**Cell placement**

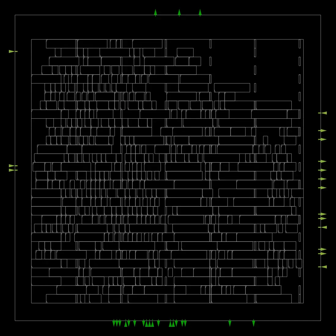
**The metal 3 layer**

Bar = 20 um.
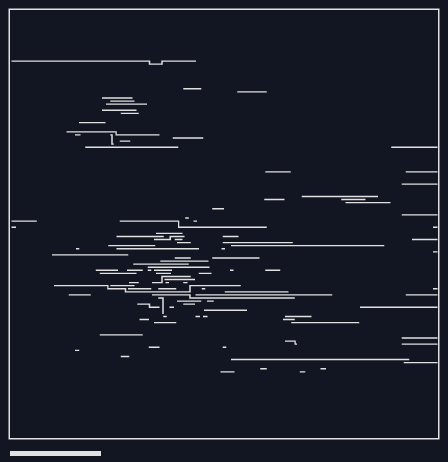
**Placement by cell class**

Fill, decap, tap and diode cells in gray.
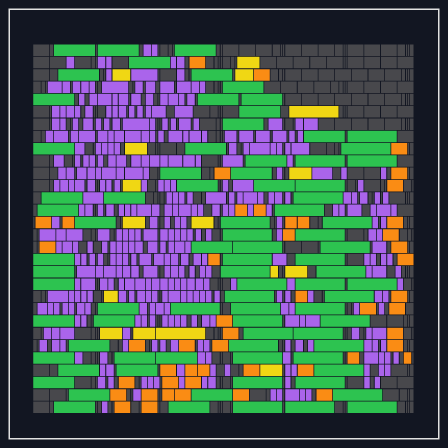
**Wires at chosen ports, followed through buffers**

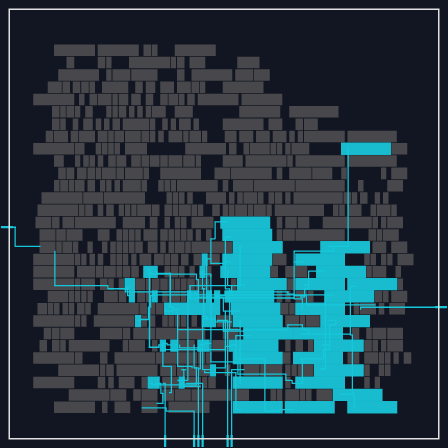
Design ps2_scancode_decoder_flat, sky130hd; sources not shown.
==> metrics.yaml <==
wire_per_inst_um: 15.3
hold_class: "register to register"
fp_nets: 507
dp_hpwl_mm: 6.97
grt_max_degree: 43
lay_top_count: "nand2_1"
largest_register_ffs: 40
warning_count: 29
path_max_fanout: 23
ctsResizeCount: 0
post_cts_buffers: 0
rsz0062_at_grt: "false"
finalCriticalPeriod_ns: 3.78
cp.arrival_ns: 2.57
ys_ff: 82
cts_hold_buf: 0
enable_flop_cells: 40
ys_warn_count: 0
setup_violations: 0
dpl_cell_area_um2: 4790
fin_nets: 552
area_leaders: "edfxtp_1, dfrtp_1, nand2_1"
top_cells_by_count: "nand2_1, nor2_1, inv_1, dfrtp_1"
max_slew.worst_pin.slew_ns: 0.991
start_kind: "register"
top_area_frac: 0.280
whs_ns: 0.488
power_mw: 3.10
overflow: 0
power_density_nw_per_um2: 618
max_clock_freq_mhz: 264
reg2reg_depth: 10
status: "finished clean"
cts.sinks: 82
grt_first_pass_wirelength_mm: 16.7
antenna_found_initial: 0
drc: 0
Notes on 'cell placement' above:
tap cells: 96
Core ar.: 6870 um^2
flop share of the area: 0.449
Finished Layout Cells: 634
row cnt: 30

Notes on 'the metal 3 layer' above:
80 nets have wire on it. The layer carries 788 um of wire.
Vias: 3611
final wirelength: 9.73 mm
met3 Usage GRT: 0.0414

Notes on 'placement by cell class' above:
Key: clock drivers and dummy loads = yellow [cells 16, share of their area 4.7%]; flip-flops = green [cells 82, share of their area 46%]; all other logic = purple [cells 392, share of their area 40%]; other buffers and delay cells = orange [cells 48, share of their area 9.1%]
Final Util: 0.731
fin area: 5020 um^2

Notes on 'wires at chosen ports, followed through buffers' above:
Key: bus_key_data = cyan [direction input, end cells 54, buffers 12, wire 902 um]
I/O Buffers: 36
IO Count: 37

==> routing by layer <==
layer / part of all wire / GRT usage / vias to the layer above
met5: 0 / 0 / -
met3: 0.081 / 0.0414 / 32
met4: 0.029 / 0.103 / 0
met2: 0.50 / 0.421 / 183
met1: 0.39 / 0.296 / 1686
li1: - / - / 1710
==> power by group <==
| group | switching (mW) | internal [mW] | leakage [nW] |
|---|---|---|---|
| clock network | 0.329 | 0.362 | 0.120 |
| registers | 0.150 | 1.06 | 0.893 |
| logic | 0.656 | 0.543 | 1.20 |
| total | 1.13 | 1.97 | 2.22 |
==> critical path: cells and delay by family, from the launching register on <==
kind / cells / cell delay (ns)
flip-flops: 1 / 0.78
XOR/XNOR: 1 / 0.16
buffers and inverters: 2 / 0.53
AND/OR/NAND/NOR: 2 / 0.51
AND-OR/OR-AND: 1 / 0.22
==> cells by family after synthesis <==
| family | Yosys count | synth area share |
|---|---|---|
| adders and majority gates | 7 | 0.0204 |
| xor gates and xnor gates | 18 | 0.0402 |
| AOI/OAI and AO/OA | 65 | 0.0930 |
| buffers and inverters | 74 | 0.0685 |
| DFF | 82 | 0.525 |
| and+or+nand+nor | 240 | 0.248 |
| muxes | 2 | 0.00495 |
==> final cells by class <==
class | instances | area [um^2]
multi-input cells | 332 | 1750
flip-flops and latches | 82 | 2250
well taps | 96 | 120
clock inverters | 7 | 108
inverters | 60 | 225
clock buffers | 9 | 124
repair buffers | 48 | 445
fillers | 472 | 1850
==> metrics by stage <==
| step | utilization | setup WS [ns] | instances |
|---|---|---|---|
| floorplan | - | 1.04 | 488 |
| global placement | 0.697 | 0.376 | 618 |
| detailed placement | 0.697 | 0.215 | 618 |
| CTS | 0.731 | 0.239 | 634 |
| global route | 0.731 | 0.0623 | 634 |
| finish | 0.731 | 0.256 | 634 |
Power is estimated from default activity; no workload was simulated.
